### Sequential cells grouped by signal name, run 1

Bar = 20 um. Other sequential cells in the stronger gray, the rest of the logic in the fainter gray.
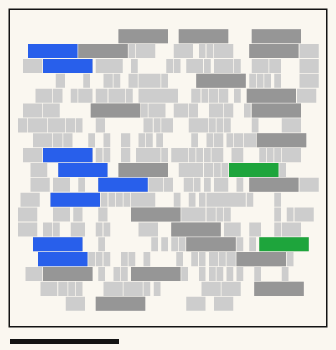
### M3 wires, run 1

Bar = 20 um.
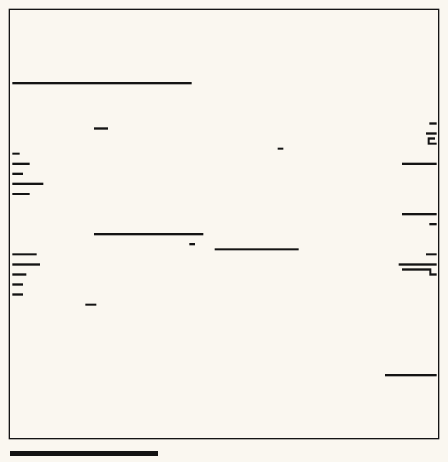
### Cell density map, run 1

The die is cut into 12 by 12 equal tiles; white is low, dark blue is high, 0 to 100% covered.
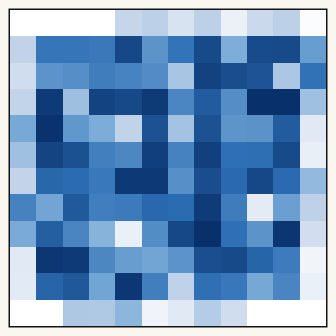
### src/rtl/cla_seq_adder_if.sv
// Operand/result bundle for the multi-cycle CLA adder/subtractor.
// The master issues start with operands; the slave reports busy/done and results.
interface cla_seq_adder_if #(
   parameter int WIDTH = 8
);
   logic             start;
   logic             sub;
   logic [WIDTH-1:0] X;
   logic [WIDTH-1:0] Y;
   logic             C0;
   logic             busy;
   logic             done;
   logic [WIDTH-1:0] sum;
   logic             carry_out;
   logic             overflow;

   modport master (
      output start, sub, X, Y, C0,
      input  busy, done, sum, carry_out, overflow
   );

   modport slave (
      input  start, sub, X, Y, C0,
      output busy, done, sum, carry_out, overflow
   );
endinterface

### src/rtl/cla_seq_adder.sv
// Multi-cycle carry-lookahead adder/subtractor: one CHUNK-bit slice per clock,
// two-level lookahead inside the slice, carry registered between slices.
module cla_seq_adder #(
   parameter int WIDTH = 8,
   parameter int CHUNK = 4
) (
   input logic            clk,
   input logic            rst_n,
   cla_seq_adder_if.slave bus
);
   localparam int NCHUNK = WIDTH / CHUNK;
   localparam int NGRP   = CHUNK / 4;
   localparam int IDXW   = (NCHUNK > 1) ? $clog2(NCHUNK) : 1;

   if ((WIDTH % CHUNK) != 0 || (CHUNK % 4) != 0 || CHUNK < 4) begin : g_bad_params
      $error("cla_seq_adder: WIDTH must be a multiple of CHUNK, CHUNK a multiple of 4");
   end

   typedef enum logic [1:0] {
      S_IDLE,
      S_RUN,
      S_DONE
   } state_t;

   state_t           state_q, state_d;
   logic [WIDTH-1:0] x_q, x_d;
   logic [WIDTH-1:0] y_q, y_d;
   logic [WIDTH-1:0] sum_q, sum_d;
   logic             carry_q, carry_d;
   logic [IDXW-1:0]  idx_q, idx_d;
   logic             co_q, co_d;
   logic             ov_q, ov_d;

   logic [31:0]      base;
   logic [CHUNK-1:0] a_s, b_s, slice_sum;
   logic [WIDTH-1:0] slice_mask;
   logic [NGRP-1:0]  grp_g, grp_p;
   logic [NGRP:0]    grp_c;
   logic             msb_cin;
   logic             last;

   // Sum-of-products carry into group n, flattened rather than rippled group to group.
   function automatic logic group_carry(input logic [NGRP-1:0] g, input logic [NGRP-1:0] p,
                                        input logic cin, input int n);
      logic res, term;
      term = cin;
      for (int k = 0; k < n; k++) term = term & p[k];
      res = term;
      for (int i = 0; i < n; i++) begin
         term = g[i];
         for (int k = i + 1; k < n; k++) term = term & p[k];
         res = res | term;
      end
      return res;
   endfunction

   assign base       = 32'(idx_q) * 32'(CHUNK);
   assign a_s        = CHUNK'(x_q >> base);
   assign b_s        = CHUNK'(y_q >> base);
   assign slice_mask = WIDTH'({CHUNK{1'b1}}) << base;
   assign last       = (idx_q == IDXW'(NCHUNK - 1));

   genvar gi;
   for (gi = 0; gi < NGRP; gi++) begin : g_grp
      logic [3:0] g, p;
      logic [3:0] c;
      assign g    = a_s[gi*4 +: 4] & b_s[gi*4 +: 4];
      assign p    = a_s[gi*4 +: 4] ^ b_s[gi*4 +: 4];
      assign c[0] = grp_c[gi];
      assign c[1] = g[0] | (p[0] & c[0]);
      assign c[2] = g[1] | (p[1] & g[0]) | (p[1] & p[0] & c[0]);
      assign c[3] = g[2] | (p[2] & g[1]) | (p[2] & p[1] & g[0]) | (p[2] & p[1] & p[0] & c[0]);
      assign grp_g[gi] = g[3] | (p[3] & g[2]) | (p[3] & p[2] & g[1]) | (p[3] & p[2] & p[1] & g[0]);
      assign grp_p[gi] = &p;
      assign slice_sum[gi*4 +: 4] = p ^ c;
      if (gi == NGRP - 1) begin : g_msb
         assign msb_cin = c[3];
      end
   end

   for (gi = 0; gi <= NGRP; gi++) begin : g_la
      assign grp_c[gi] = group_carry(grp_g, grp_p, carry_q, gi);
   end

   always_ff @(posedge clk or negedge rst_n) begin
      if (!rst_n) begin
         state_q <= S_IDLE;
         x_q     <= '0;
         y_q     <= '0;
         sum_q   <= '0;
         carry_q <= 1'b0;
         idx_q   <= '0;
         co_q    <= 1'b0;
         ov_q    <= 1'b0;
      end else begin
         state_q <= state_d;
         x_q     <= x_d;
         y_q     <= y_d;
         sum_q   <= sum_d;
         carry_q <= carry_d;
         idx_q   <= idx_d;
         co_q    <= co_d;
         ov_q    <= ov_d;
      end
   end

   always_comb begin
      state_d = state_q;
      x_d     = x_q;
      y_d     = y_q;
      sum_d   = sum_q;
      carry_d = carry_q;
      idx_d   = idx_q;
      co_d    = co_q;
      ov_d    = ov_q;
      case (state_q)
         S_IDLE, S_DONE: begin
            state_d = S_IDLE;
            if (bus.start) begin
               // Subtraction is X + ~Y + 1, so the inverted operand and forced carry are latched here.
               state_d = S_RUN;
               x_d     = bus.X;
               y_d     = bus.sub ? ~bus.Y : bus.Y;
               carry_d = bus.sub ? 1'b1 : bus.C0;
               idx_d   = '0;
            end
         end
         S_RUN: begin
            sum_d   = (sum_q & ~slice_mask) | (WIDTH'(slice_sum) << base);
            carry_d = grp_c[NGRP];
            idx_d   = idx_q + 1'b1;
            if (last) begin
               state_d = S_DONE;
               idx_d   = '0;
               co_d    = grp_c[NGRP];
               ov_d    = msb_cin ^ grp_c[NGRP];
            end
         end
         default: state_d = S_IDLE;
      endcase
   end

   assign bus.busy      = (state_q == S_RUN);
   assign bus.done      = (state_q == S_DONE);
   assign bus.sum       = sum_q;
   assign bus.carry_out = co_q;
   assign bus.overflow  = ov_q;
endmodule

### src/flat_wrapper.sv
// flat-port wrapper written by rule: the top's interface ports become plain ports
module cla_seq_adder_flat 
#(
   parameter int WIDTH = 8,
   parameter int CHUNK = 4
)
  (clk, rst_n, bus_start, bus_sub, bus_X, bus_Y, bus_C0, bus_busy, bus_done, bus_sum, bus_carry_out, bus_overflow);
  cla_seq_adder_if #(.WIDTH(WIDTH)) bus_i ();
  input logic clk;
  input logic rst_n;
  input wire logic [$bits(bus_i.start)-1:0] bus_start;
  input wire logic [$bits(bus_i.sub)-1:0] bus_sub;
  input wire logic [$bits(bus_i.X)-1:0] bus_X;
  input wire logic [$bits(bus_i.Y)-1:0] bus_Y;
  input wire logic [$bits(bus_i.C0)-1:0] bus_C0;
  output wire logic [$bits(bus_i.busy)-1:0] bus_busy;
  output wire logic [$bits(bus_i.done)-1:0] bus_done;
  output wire logic [$bits(bus_i.sum)-1:0] bus_sum;
  output wire logic [$bits(bus_i.carry_out)-1:0] bus_carry_out;
  output wire logic [$bits(bus_i.overflow)-1:0] bus_overflow;
  assign bus_i.start = bus_start;
  assign bus_i.sub = bus_sub;
  assign bus_i.X = bus_X;
  assign bus_i.Y = bus_Y;
  assign bus_i.C0 = bus_C0;
  assign bus_busy = bus_i.busy;
  assign bus_done = bus_i.done;
  assign bus_sum = bus_i.sum;
  assign bus_carry_out = bus_i.carry_out;
  assign bus_overflow = bus_i.overflow;
  cla_seq_adder #(.WIDTH(WIDTH), .CHUNK(CHUNK)) u_core (.clk(clk), .rst_n(rst_n), .bus(bus_i));
endmodule
### config.mk
export PLATFORM = sky130hd
export DESIGN_NAME = cla_seq_adder_flat
export DESIGN_NICKNAME = d
export VERILOG_FILES = /design/src/rtl/cla_seq_adder_if.sv /design/src/rtl/cla_seq_adder.sv /design/src/flat_wrapper.sv
export SDC_FILE = /design/constraint.sdc
export NUM_CORES = 1
export LEC_CHECK = 0
export ABC_AREA = 1
export CAP_MARGIN = 5
export CORE_UTILIZATION = 50
export DETAILED_ROUTE_END_ITERATION = 12
export GPL_TIMING_DRIVEN = 0
export PLACE_DENSITY = 0.79
export RECOVER_POWER = 50
export SLEW_MARGIN = 20
export SYNTH_ARGS = -nofsm -noshare
export SYNTH_HDL_FRONTEND = slang
export SYNTH_SLANG_ARGS = --single-unit
### constraint.sdc
create_clock -name clk -period 4.2 [get_ports clk]
set_clock_uncertainty 0.15 [all_clocks]
set_input_delay 0.84 -clock clk [delete_from_list [all_inputs] [get_ports clk]]
set_output_delay 0.84 -clock clk [all_outputs]
set_load 0.005 [all_outputs]
==> results.yml, run 1 <==
# flow metrics
logic_synthesis:
  synth_nets: 213
  synthAoiAreaFrac: 0.06581
  synthTopCellsByArea: "dfrtp_1 48%, nand2_1 19%, xnor2_1 5.1%, nand3_1 4.2%, o21ai_0 3.5%"
  adder_share: 0.04494
  synth_chip_area_um2: 1559
  yosysTopAreaCell: "dfrtp_1"
  netlist_area_um2: 1559
routing:
  route.detailed.drc: 1
  vias_per_cell: 4.977
  wl_um: 3002
  vias: 1279
  antenna_left: 0
  drtIter0Drc: 35
  route.met3.wl_um: 104
setup_path:
  rr_worst_depth: 9
  crit_buf_inv: 2
  crit_chain: "inv_2, nor2_1, clkdlybuf4s50_1"
  critPathTopFamily: "buffers and inverters"
  worst_setup_path_end_kind: "output pin"
pwr:
  power.share.clock: 0.110
  powerClk_uw: 179
run_status:
  violations: "design-rule violations, max-capacitance violations, max-slew violations"
  outcome: "complete, but fails checks"
global_route:
  grt_pass1_vias: 1248
  grt_use_met2: 0.3629
clock_tree:
  cts_inserted_buffers: 5
  cts_sinks: 30
final_timing:
  final_max_slew_viol_count: 31
  setup_ws_ns: 1.653
  worst_pin_slew_ns: 1.571
  relSlewSlack: -0.04727
layout:
  lay_top_count: "nand2_1"
  combGateArea_um2: 713.2
  comb_area_frac: 0.3656
placement:
  pre_cts_ws_ns: 2.090
run:
  drv_cap: 1
About 'Sequential cells grouped by signal name':
legend:
  u_core.y_q:
    color: blue
    flops: 8
  u_core.state_q:
    color: green
    flops: 2
not colored: 20

About 'M3 wires':
wire length on this layer: 104 um
nets with wire on the layer: 22
share of all routed wire: 3.5%
longest straight run: 23.9 um
main direction: horizontal

About 'Cell density map':
tiles over 75% full: 33%
densest ninth of the die: center
mean over tiles: 57%
FP Util: 0.5465
post-layout util: 0.6838
Std-Cell Core Area: 2853 um^2

### Placement view, run 1

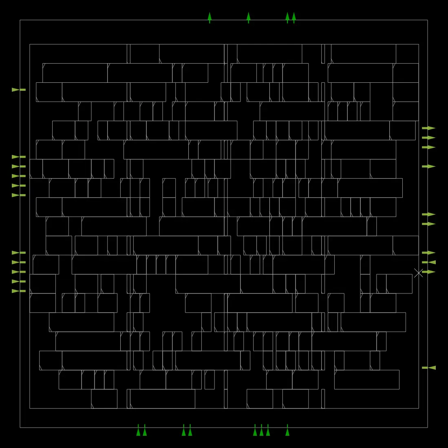

## Run 2: what changed since run 1
CORE_UTILIZATION = 45   (was 50)
PLACE_DENSITY = 0.75   (was 0.79)
clock period = 2.15 ns   (was 4.2 ns; I/O delays follow)
### Placement view, run 2

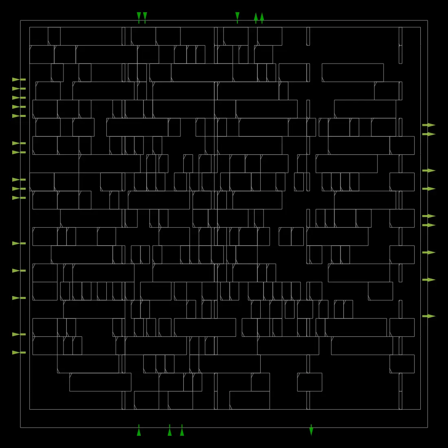
seq_cells: 30
# Taps: 46

==> results.yml, run 2 <==
# flow metrics
logic_synthesis:
  synth_chip_area_um2: 1559
  netlist_area_um2: 1559
  seq_area_frac_synth: 0.4815
  synthAoiAreaFrac: 0.06581
  synth_nets: 213
  yosys_warnings: 0
  synth_cell_type_count: 22
  yosysTopAreaCell: "dfrtp_1"
  numSynthFlops: 30
  synth_top_cell_by_count: "nand2_1"
  synthFlopType: "dfrtp_1"
  adder_share: 0.04494
  ys_cells: 187
  synth_top_area_share: 0.4815
  synthArstFlopShare: 1.000
  synthTopCellsByArea: "dfrtp_1 48%, nand2_1 19%, xnor2_1 5.1%, nand3_1 4.2%, o21ai_0 3.5%"
  synthTopCellsByCount: "78 x nand2_1, 30 x dfrtp_1, 13 x nand3_1"
routing:
  wl_um: 2829
  vias_per_cell: 4.621
  antenna_left: 0
  dr.pass1.iters: 4
  drtIter0Drc: 33
  route.detailed.drc: 0
  vias: 1257
  drt-met1-wl_um: 1258
  route.met3.wl_um: 112
layout:
  stdcell_area_um2: 2001
  utilization: 0.5996
  seq_area_um2: 752.0
  clkbuf_count: 7
  lay_top_count: "nand2_1"
  comb_area_frac: 0.3715
  fillers: 326
  combGateArea_um2: 743.2
  final_nets: 252
  buffer_area_frac: 0.1676
  buffers: 36
  areaGrowthSynthToFinish_pct: 28.33
die:
  core_area_um2: 3337
  die_width_um: 60.86
  initial_core_util: 0.4672
  chip_area_um2: 3704
placement:
  dpl.cell_count: 264
  pre_cts_ws_ns: 0.1228
  detailed_place_hpwl_um: 2091
final_timing:
  fmax_mhz: 500.1
  relSlewSlack: 0.5188
  setup_ws_ns: 0.1503
  finalHoldViolCount: 0
  worst_pin_slew_ns: 0.7218
  fin_crit_ns: 2.000
  final_max_slew_viol_count: 0
pwr:
  ir_worst_vdd_uv: 684.6
  powerClk_uw: 301
  power_density_nw_per_um2: 1599
  power.share.clock: 0.094
setup_path:
  worst_setup_path_end_kind: "flop"
  cpPeakStageDelay_ns: 0.45
  critPathTopFamily: "simple AND/OR/NAND/NOR gates"
  crit_buf_inv: 3
  regToRegSetupSlack_ns: 0.15
  worstSetupStartpointType: "flop"
  critPathKind: "reg -> reg"
  rr_worst_depth: 11
  r2r_start: "u_core.idx_q"
  setup.worst_path.start: "u_core.idx_q"
  crit_chain: "clkbuf_4, o21ai_2, inv_2, ha_1, nand3_1, nor2_2, inv_1, nand2_1, nand2_1, nand3_1, nand2_1"
global_route:
  grt_pass1_vias: 1188
  met1_usage: 0.2218
  top_usage_layer: "met2"
  grt_pass1_wl_um: 4926
  grt_use_met2: 0.3030
  grt_use_met3: 0.06397
  antenna_found_initial: 0
min_path:
  whs_path_depth: 2
clock_tree:
  insertion_delay_ns: 0.33
  htreeDepth: 2
  cts_inserted_buffers: 5
  cts_sinks: 30
  cts_setup_buffers: 0
run_status:
  outcome: "completed"
run:
  drv_cap: 0
### M3 wires, run 2

Bar = 20 um.
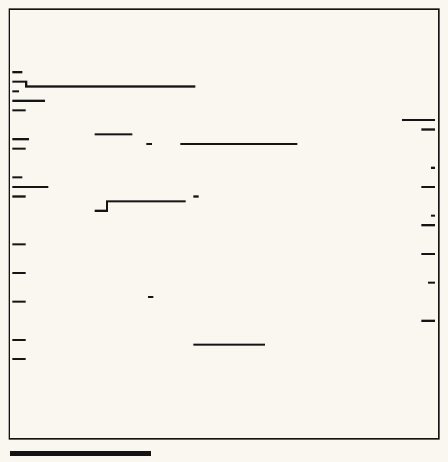
share of all routed wire: 4.0%
longest straight run: 23.9 um
main direction: horizontal
nets with wire on the layer: 26
wire length on this layer: 113 um

No activity file was given, so power comes from the tool's default toggle rates.
